==> src/rtl/cgol_pkg.sv <==
// cgol_pkg: shared state, memory-owner and memory-op encodings for the CGOL engine
// Contents: gen_state_t phase enum, OWN_* mux-select codes, MEM_OP_* codes shared with memory_controller.
package cgol_pkg;
   typedef enum logic [2:0] {ST_IDLE, ST_COMPUTE, ST_CYCLE, ST_DISPLAY, ST_HOLD} gen_state_t;
   localparam logic [1:0] OWN_CGOL = 2'd0;
   localparam logic [1:0] OWN_CYCLE = 2'd1;
   localparam logic [1:0] OWN_OUTPUT = 2'd2;
   localparam logic [1:0] OWN_NONE = 2'd3;
   localparam logic [1:0] MEM_OP_CYCLE_REG = 2'b11;
   localparam logic [1:0] MEM_OP_IDLE = 2'b10;
endpackage

==> src/rtl/done_collector.sv <==
// done_collector: sticky per-engine done mask with clear and all-done flag
// Ports: clk, rst (sync, active-high), clr (clear mask), en (accumulate done),
//        done[N-1:0] (engine done pulses), all_done (mask including this cycle's pulses is full).
module done_collector #(
   parameter int N = 3
) (
   input  logic         clk,
   input  logic         rst,
   input  logic         clr,
   input  logic         en,
   input  logic [N-1:0] done,
   output logic         all_done
);
   logic [N-1:0] mask;
   always_ff @(posedge clk)
      if (rst || clr) mask <= '0;
      else if (en) mask <= mask | done;
   // Folding in the live pulses lets the last done advance the phase on the same edge it is sampled.
   assign all_done = &(mask | done);
endmodule

==> src/rtl/generation_sequencer.sv <==
// generation_sequencer: phase sequencer (compute, register cycle, display, hold) for the 3-channel CGOL engine
// Ports: clk, rst (sync, active-high); i_run (async free-run switch), i_step (one-generation request);
//        o_cgol_start/i_cgol_done (engine handshake), o_out_start/i_out_done (output controller handshake);
//        o_mem_owner (memory mux select), o_cycle_en/o_cycle_addr (register cycle), o_generation, o_busy, o_error.
// Build option: GEN_SEQ_WATCHDOG_EN adds a COMPUTE/DISPLAY timeout that sets sticky o_error and forces IDLE.
module generation_sequencer
   import cgol_pkg::*;
#(
   parameter int NUM_CELLS  = 64,
   parameter int HOLD_TICKS = 12_000_000,
   parameter int WDOG_TICKS = 65_536
) (
   input  logic        clk,
   input  logic        rst,
   input  logic        i_run,
   input  logic        i_step,
   output logic [2:0]  o_cgol_start,
   input  logic [2:0]  i_cgol_done,
   output logic        o_out_start,
   input  logic        i_out_done,
   output logic [1:0]  o_mem_owner,
   output logic        o_cycle_en,
   output logic [5:0]  o_cycle_addr,
   output logic [15:0] o_generation,
   output logic        o_busy,
   output logic        o_error
);
   localparam int HW = $clog2(HOLD_TICKS + 1);
   gen_state_t state, next;
   logic [1:0] run_q;
   logic [HW-1:0] hold_cnt;
   logic all_done, enter_compute, run_s;
   assign run_s = run_q[1];
   assign enter_compute = next == ST_COMPUTE && state != ST_COMPUTE;
`ifdef GEN_SEQ_WATCHDOG_EN
   logic [16:0] wd_cnt;
   logic wd_fire;
`endif
   done_collector #(.N(3)) u_done (
      .clk(clk),
      .rst(rst),
      .clr(enter_compute),
      .en(state == ST_COMPUTE),
      .done(i_cgol_done),
      .all_done(all_done)
   );
   always_comb begin
      next = state;
      case (state)
         ST_IDLE:    if (run_s || i_step) next = ST_COMPUTE;
         ST_COMPUTE: if (all_done) next = ST_CYCLE;
         ST_CYCLE:   if (o_cycle_addr == 6'(NUM_CELLS - 1)) next = ST_DISPLAY;
         ST_DISPLAY: if (i_out_done) next = ST_HOLD;
         ST_HOLD:    if (hold_cnt == HW'(HOLD_TICKS - 1)) next = run_s ? ST_COMPUTE : ST_IDLE;
         default:    next = ST_IDLE;
      endcase
`ifdef GEN_SEQ_WATCHDOG_EN
      wd_fire = (state == ST_COMPUTE || state == ST_DISPLAY) && next == state && wd_cnt == 17'(WDOG_TICKS - 1);
      if (wd_fire) next = ST_IDLE;
`endif
      o_mem_owner = state == ST_COMPUTE ? OWN_CGOL : state == ST_CYCLE ? OWN_CYCLE :
                    state == ST_DISPLAY ? OWN_OUTPUT : OWN_NONE;
      o_cycle_en = state == ST_CYCLE;
      o_busy = state != ST_IDLE;
   end
   always_ff @(posedge clk)
      if (rst) begin
         state <= ST_IDLE;
         run_q <= '0;
         o_cycle_addr <= '0;
         hold_cnt <= '0;
         o_generation <= '0;
         o_cgol_start <= '0;
         o_out_start <= 1'b0;
      end else begin
         state <= next;
         run_q <= {run_q[0], i_run};
         o_cycle_addr <= (state == ST_CYCLE && next == ST_CYCLE) ? o_cycle_addr + 6'd1 : 6'd0;
         hold_cnt <= (state == ST_HOLD && next == ST_HOLD) ? hold_cnt + HW'(1) : '0;
         o_generation <= (state == ST_DISPLAY && i_out_done) ? o_generation + 16'd1 : o_generation;
         o_cgol_start <= {3{enter_compute}};
         o_out_start <= next == ST_DISPLAY && state != ST_DISPLAY;
      end
`ifdef GEN_SEQ_WATCHDOG_EN
   always_ff @(posedge clk)
      if (rst) begin
         wd_cnt <= '0;
         o_error <= 1'b0;
      end else begin
         wd_cnt <= ((state == ST_COMPUTE || state == ST_DISPLAY) && next == state) ? wd_cnt + 17'd1 : 17'd0;
         if (wd_fire) o_error <= 1'b1;
      end
`else
   assign o_error = 1'b0;
`endif
endmodule

==> config.mk <==
export PLATFORM = sky130hd
export DESIGN_NAME = generation_sequencer
export DESIGN_NICKNAME = d
export VERILOG_FILES = /design/src/rtl/cgol_pkg.sv /design/src/rtl/done_collector.sv /design/src/rtl/generation_sequencer.sv
export SDC_FILE = /design/constraint.sdc
export NUM_CORES = 1
export LEC_CHECK = 0
export CAP_MARGIN = 20
export CORE_MARGIN = 3
export CORE_UTILIZATION = 58
export DETAILED_ROUTE_END_ITERATION = 8
export PLACE_DENSITY = 0.85
export RECOVER_POWER = 50
export SKIP_CTS_REPAIR_TIMING = 1
export SKIP_LAST_GASP = 1
export SYNTH_ARGS = -nofsm -noshare
export SYNTH_HDL_FRONTEND = slang
export SYNTH_HIERARCHICAL = 1
export SYNTH_SLANG_ARGS = --single-unit
==> constraint.sdc <==
create_clock -name clk -period 6 [get_ports clk]
set_input_delay 1.2 -clock clk [delete_from_list [all_inputs] [get_ports clk]]
set_output_delay 1.2 -clock clk [all_outputs]
set_load 0.01 [all_outputs]
==> out/qor.yml, run 1 <==
outcome:
  outcome: "finished clean"
global_routing:
  grt_pass1_wl_um: 8680
  grt_max_degree: 29
  antenna_found_initial: 0
cells_and_area:
  layout-drive-gt1-share_pct: 5.901
  final_cell_mix: "dfxtp_1 (56), nor2_1 (27), dlygate4sd3_1 (26)"
  nNetsFinal: 332
  fin_util_pct: 73.73
detailed_routing:
  wl_per_cell_um: 14.06
  dr.pass1.iters: 5
  wl_met3_um: 225
sta:
  whs_ns: 0.4429
  timing.final.crit_period_ns: 3.322
  fin_setup_tns_ns: 0
  clock_skew_ns: 0.007440
  hold_violations: 0
  finalSetupViolations: 0
  rsz0062_at_grt: "no"
logic_synthesis:
  synth_area_per_cell_um2: 8.826
  async_flop_share_pct: 0
  synth-edff-count: 0
  ys_chip_area_um2: 2613
  synth_flops: 56
  ys_cells: 296
  ys_seq_share_pct: 42.91
  synthesis.nets: 307
  ff_type: "dfxtp_1"
  netlist_area_um2: 2613
floorplanning:
  chipArea_um2: 5346
  core_um2: 4173
  core_util_floorplan_pct: 62.61
  rows: 23
worst_setup_path:
  r2r-start: "hold_cnt[0]"
  crit_type: "input pin to flop"
  max_stage_delay_ns: 0.93
  crit_arrival_ns: 3.53
  r2r_cells: 5
  crit_path_end_kind: "flop"
  cp.required_ns: 6.20
cts:
  clock_path_buffers: 2
  clk_pin_slew_ns: 0.10
  cts_buffers: 5
  cts-root-buf: "clkbuf_8"
  cts_tree: "built"
power:
  leakage_nw: 1.012
job:
  cap_violations: 0
worst_hold_path:
  hold_class: "flop to flop"
  whs_endpoint: "run_q[1]"
## run 1: registers in the layout (all words and copies together) (netlist names)
signal and flops:
o_cycle_addr 6, o_cgol_start 1, u_done/mask 3, o_out_start 1, o_generation 16, run_q 2, hold_cnt 24, state 3
## run 1: cells in the mapped netlist (4+ instances only)
cell type | number | area [um^2]
o31ai_1 | 11 | 82.58
or4_1 | 11 | 82.58
dfxtp_1 | 56 | 1121
inv_1 | 8 | 30.03
nand4_1 | 10 | 62.56
clkbuf_1 | 9 | 33.78
buf_4 | 4 | 30.03
nor4_1 | 8 | 50.05
nand2_1 | 18 | 67.56
nor2_1 | 27 | 101.4
nor3_1 | 21 | 105.1
xor2_1 | 10 | 87.58
o21ai_0 | 4 | 20.02
xnor2_1 | 16 | 140.1
buf_2 | 5 | 25.02
and3_1 | 5 | 31.28
a211oi_1 | 7 | 52.55
or3_1 | 8 | 50.05
a21oi_1 | 15 | 75.07
nand3_1 | 13 | 65.06
## run 1: worst max-delay path by stage
stage	from	to	slack, ns
detailed placement	rst	hold_cnt[17]	2.27
global placement	rst	hold_cnt[8]	2.36
finish	rst	hold_cnt[20]	2.68
floorplan	i_out_done	o_generation[13]	3.49
CTS	rst	hold_cnt[17]	2.58
global route	rst	hold_cnt[20]	2.49
## run 1: per-layer routing
layer  global-route usage (%)  vias up
met5                        0        -
met4                    6.967        0
met2                    33.66       47
met3                    5.510        2
met1                    25.77     1019
li1                         -     1122
## run 1: power breakdown
group / total [mW] / switching, mW / internal, mW
Clock: 0.290 / 0.122 / 0.168
Sequential: 0.379 / 0.00368 / 0.375
Combinational: 0.0342 / 0.0174 / 0.0168
## run 1: kinds of logic (layout without fill, tap and decap cells)
family                   count (synthesis)  after routing  share of synthesized area (%)
XOR/XNOR                                26             26                          8.716
AND-OR/OR-AND                           43             43                          11.16
buffers and inverters                   27             53                          4.981
other                                    1              1                         0.1435
AND/OR/NAND/NOR                        140            140                          30.65
adder cells (fa/ha/maj)                  3              3                          1.437
flip-flops                              56             56                          42.91
## run 1: per-stage QoR
stage	cells	instance area [um^2]	worst slack, ns
6_report	372	3077	2.678
5_1_grt	372	3077	2.493
4_1_cts	372	3083	2.582
3_5_place_dp	364	2945	2.268
3_3_place_gp	364	2945	2.364
2_1_floorplan	296	2613	3.489
## run 1: worst max-delay path, delay by kind of cell
family | cells | cell delay, ns
AND/OR/NAND/NOR | 1 | 0.93
buffers and inverters | 1 | 0.89
AND-OR/OR-AND | 1 | 0.50
## run 1: final cells by class
cell class / instances / area, um^2
Clock buffer: 5 / 68.82
Clock inverter: 3 / 68.82
Fill cell: 333 / 1096
Inverter: 8 / 30.03
Multi-Input combinational cell: 213 / 1355
Sequential cell: 56 / 1121
Tap cell: 50 / 62.56
Timing Repair Buffer: 37 / 370.4
run_1/drive_strength.png
Scale: 6 px per um.
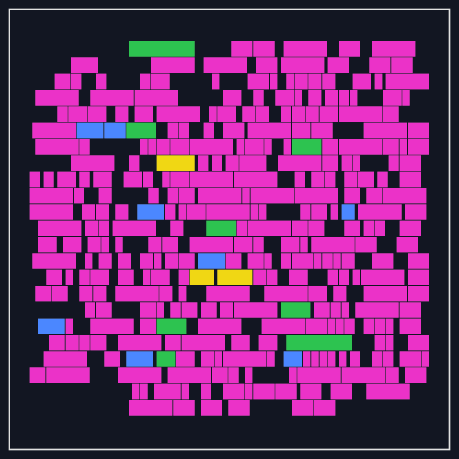
legend:
  blue:
    size: drive 2
    cells: 8
    share: 2.5%
    most_used: a211oi_2
  green:
    size: drive 6 and up
    cells: 8
    share: 2.5%
    most_used: clkbuf_8
  yellow:
    size: drive 3 to 4
    cells: 3
    share: 0.93%
  magenta:
    size: drive 1 or less
    cells: 303
    share: 94%
    most_used: dfxtp_1

run_1/met3.png
Scale: 6 px per um.
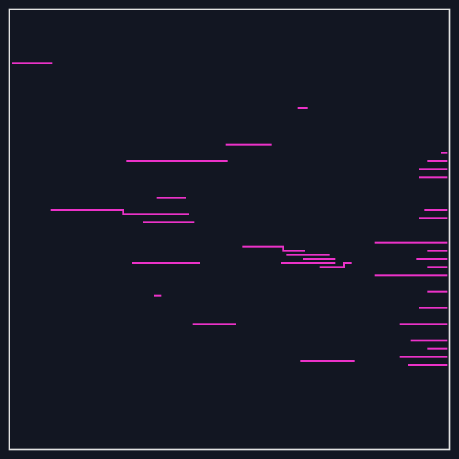
share of all routed wire: 4.3%
nets with wire on the layer: 30
wire length on this layer: 226 um
longest straight run: 16.6 um
Vias: 2190
WL final: 5231 um
Global Route met3 Usage: 5.510%

run_1/final_clocks.png
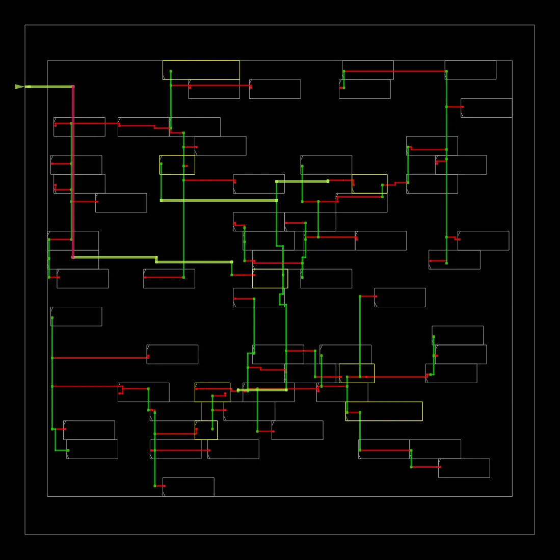
# clock sinks: 56
Flop Count: 56

run_1/wire_density.png
Scale: 4 px per um. 15 x 15 tiles, from black (low) to pale yellow (high), scaled to the fullest tile. Values are wire area over tile area, all layers added.
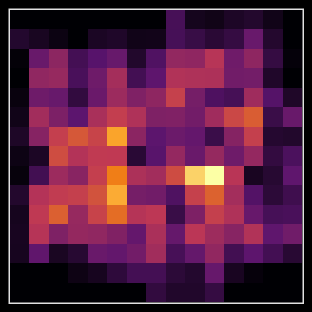

## Run 2: what changed since run 1
- CORE_UTILIZATION: 58 -> 48
- PLACE_DENSITY: 0.85 -> 0.75
- clock period: 6 -> 3.05 ns (I/O delays scaled with it)
run_2/wire_density.png
Scale: 4 px per um. 16 x 16 tiles, from black (low) to pale yellow (high), scaled to the fullest tile. Values are wire area over tile area, all layers added.
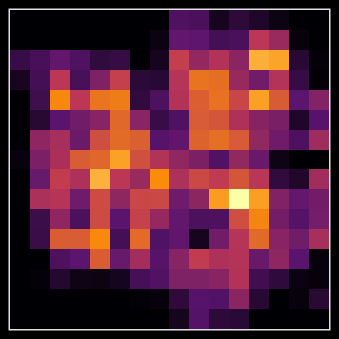
mean over tiles: 0.13
fullest tile: 0.45
tiles over half the peak: 20%
emptiest ninth of the die: lower left
Global Route Usage Sum: 17.04%
drt wl/cell: 13.17 um
WL final: 5190 um
Vias: 2183

==> out/qor.yml, run 2 <==
logic_synthesis:
  synth-edff-count: 0  # unchanged
  synth_area_per_cell_um2: 8.826  # unchanged
  synth_flops: 56  # unchanged
  top_area_cell: "dfxtp_1"
  synthMuxAreaShare_pct: 0  # unchanged
  async_flop_share_pct: 0  # unchanged
  synthAoiAreaFrac_pct: 11.16  # unchanged
  ys_sh_adder_pct: 1.437  # unchanged
  netlist_area_um2: 2613  # unchanged
  ys_seq_share_pct: 42.91  # unchanged
  ff_type: "dfxtp_1"
  yosys.area_share.simple_pct: 30.65  # unchanged
  ys_cells: 296  # unchanged
  synth.area.top_cells: "dfxtp_1 (43%), xnor2_1 (5.4%), nor3_1 (4.0%)"
  top_area_share_pct: 42.91  # unchanged
  yosys.cell_count.top_type: "dfxtp_1"
  logic_family: "simple AND/OR/NAND/NOR gates"
worst_setup_path:
  crit_path_end_kind: "output port"
  max_stage_delay_ns: 0.63  # -0.30 ns
  r2r_cells: 6  # +1
  cp.required_ns: 2.44  # -3.76 ns
  crit_type: "flop to output port"
cts:
  cts_buffers: 5  # unchanged
  cts_tree: "built"
  clock_path_buffers: 2  # unchanged
sta:
  fin_setup_tns_ns: 0  # unchanged
  finalSetupViolations: 0  # unchanged
  clock_skew_ns: 0.009041  # +0.001601 ns
  rsz0062_at_grt: "no"
global_routing:
  antenna_found_initial: 0  # unchanged
  grt_pass1_wl_um: 8749  # +0.79%
cells_and_area:
  final_cell_mix: "dfxtp_1 (56), nor2_1 (27), dlygate4sd3_1 (24)"
  regMostFlops: "hold_cnt"
  nNetsFinal: 335  # +0.90%
  stdcell_count: 394  # +5.9%
  largest_reg_flops: 24  # unchanged
  final-comb-area_um2: 1361  # +0.46%
  largestRegisters: "hold_cnt x24, o_generation x16, o_cycle_addr x6"
power:
  leakage_nw: 1.018  # +0.52%
floorplanning:
  chipArea_um2: 6364  # +19%
  core_um2: 5172  # +24%
  core_util_floorplan_pct: 50.51  # -12 points
outcome:
  outcome: "finished clean"
placed_design:
  dp.cells: 387  # +6.3%
run_2/drive_strength.png
Scale: 6 px per um.
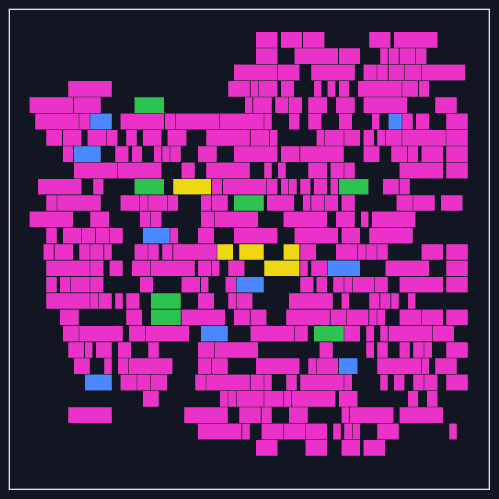
legend:
  blue:
    size: drive 2
    cells: 9
    share: 2.8%
    most_used: a211oi_2
  green:
    size: drive 6 and up
    cells: 7
    share: 2.2%
    most_used: clkbuf_8
  yellow:
    size: drive 3 to 4
    cells: 5
    share: 1.5%
    most_used: buf_4
  magenta:
    size: drive 1 or less
    cells: 303
    share: 94%
    most_used: dfxtp_1
area growth from synthesis to layout: 18.10%
final instance area: 3085 um^2
final worst slack: 0.5241 ns
Non-clk bufs: 40

## run 2: cell counts after synthesis
Identical to the previous run, type by type.
## run 2: kinds of logic (layout without fill, tap and decap cells)
logic type	Yosys count	after routing
buffers and inverters	27	55
DFF	56	56
xor gates and xnor gates	26	26
other	1	1
and+or+nand+nor	140	140
adders and majority gates	3	3
AOI/OAI and AO/OA	43	43
## run 2: layout make-up
| cell class | instances | area share [%] |
|---|---|---|
| Clock buffer | 7 | 3.122 |
| Inverter | 8 | 0.9732 |
| Multi-Input combinational cell | 213 | 44.12 |
| Sequential cell | 56 | 36.33 |
| Tap cell | 70 | 2.839 |
| Timing Repair Buffer | 40 | 12.61 |
## run 2: worst max-delay path, delay by kind of cell (launching register included)
kind                   cells  cell delay [ns]
buffers and inverters      1             0.63
DFF                        1             0.51
and+or+nand+nor            1             0.46
## run 2: through the flow
step	hold slack (ns)	total power, mW
6_report	0.4455	1.249
5_1_grt	0.4827	1.297
4_1_cts	0.4489	1.261
3_5_place_dp	0.4264	0.8335
3_3_place_gp	0.4204	0.8334
2_1_floorplan	0.4138	0.8015
## run 2: layer usage
metal	vias to the layer above	global-route usage, %
met5	-	0
met4	0	6.081
met3	5	3.160
met2	35	28.80
met1	1018	21.67
li1	1125	-
## run 2: final timing paths
path                                  start             end  slack (ns)
worst min register to register     run_q[0]        run_q[1]        0.45
worst max register to register  hold_cnt[0]  u_done/mask[1]        0.81
worst max-delay path               state[1]      o_cycle_en        0.52
worst min-delay path               run_q[0]        run_q[1]        0.45
## run 2: report_power, final
group | internal [mW] | leakage (nW) | switching [mW]
sequential | 0.738 | 0.452 | 0.00724
combinational | 0.0339 | 0.515 | 0.0342
clock | 0.203 | 0.0503 | 0.232
Power is estimated from default activity; no workload was simulated.
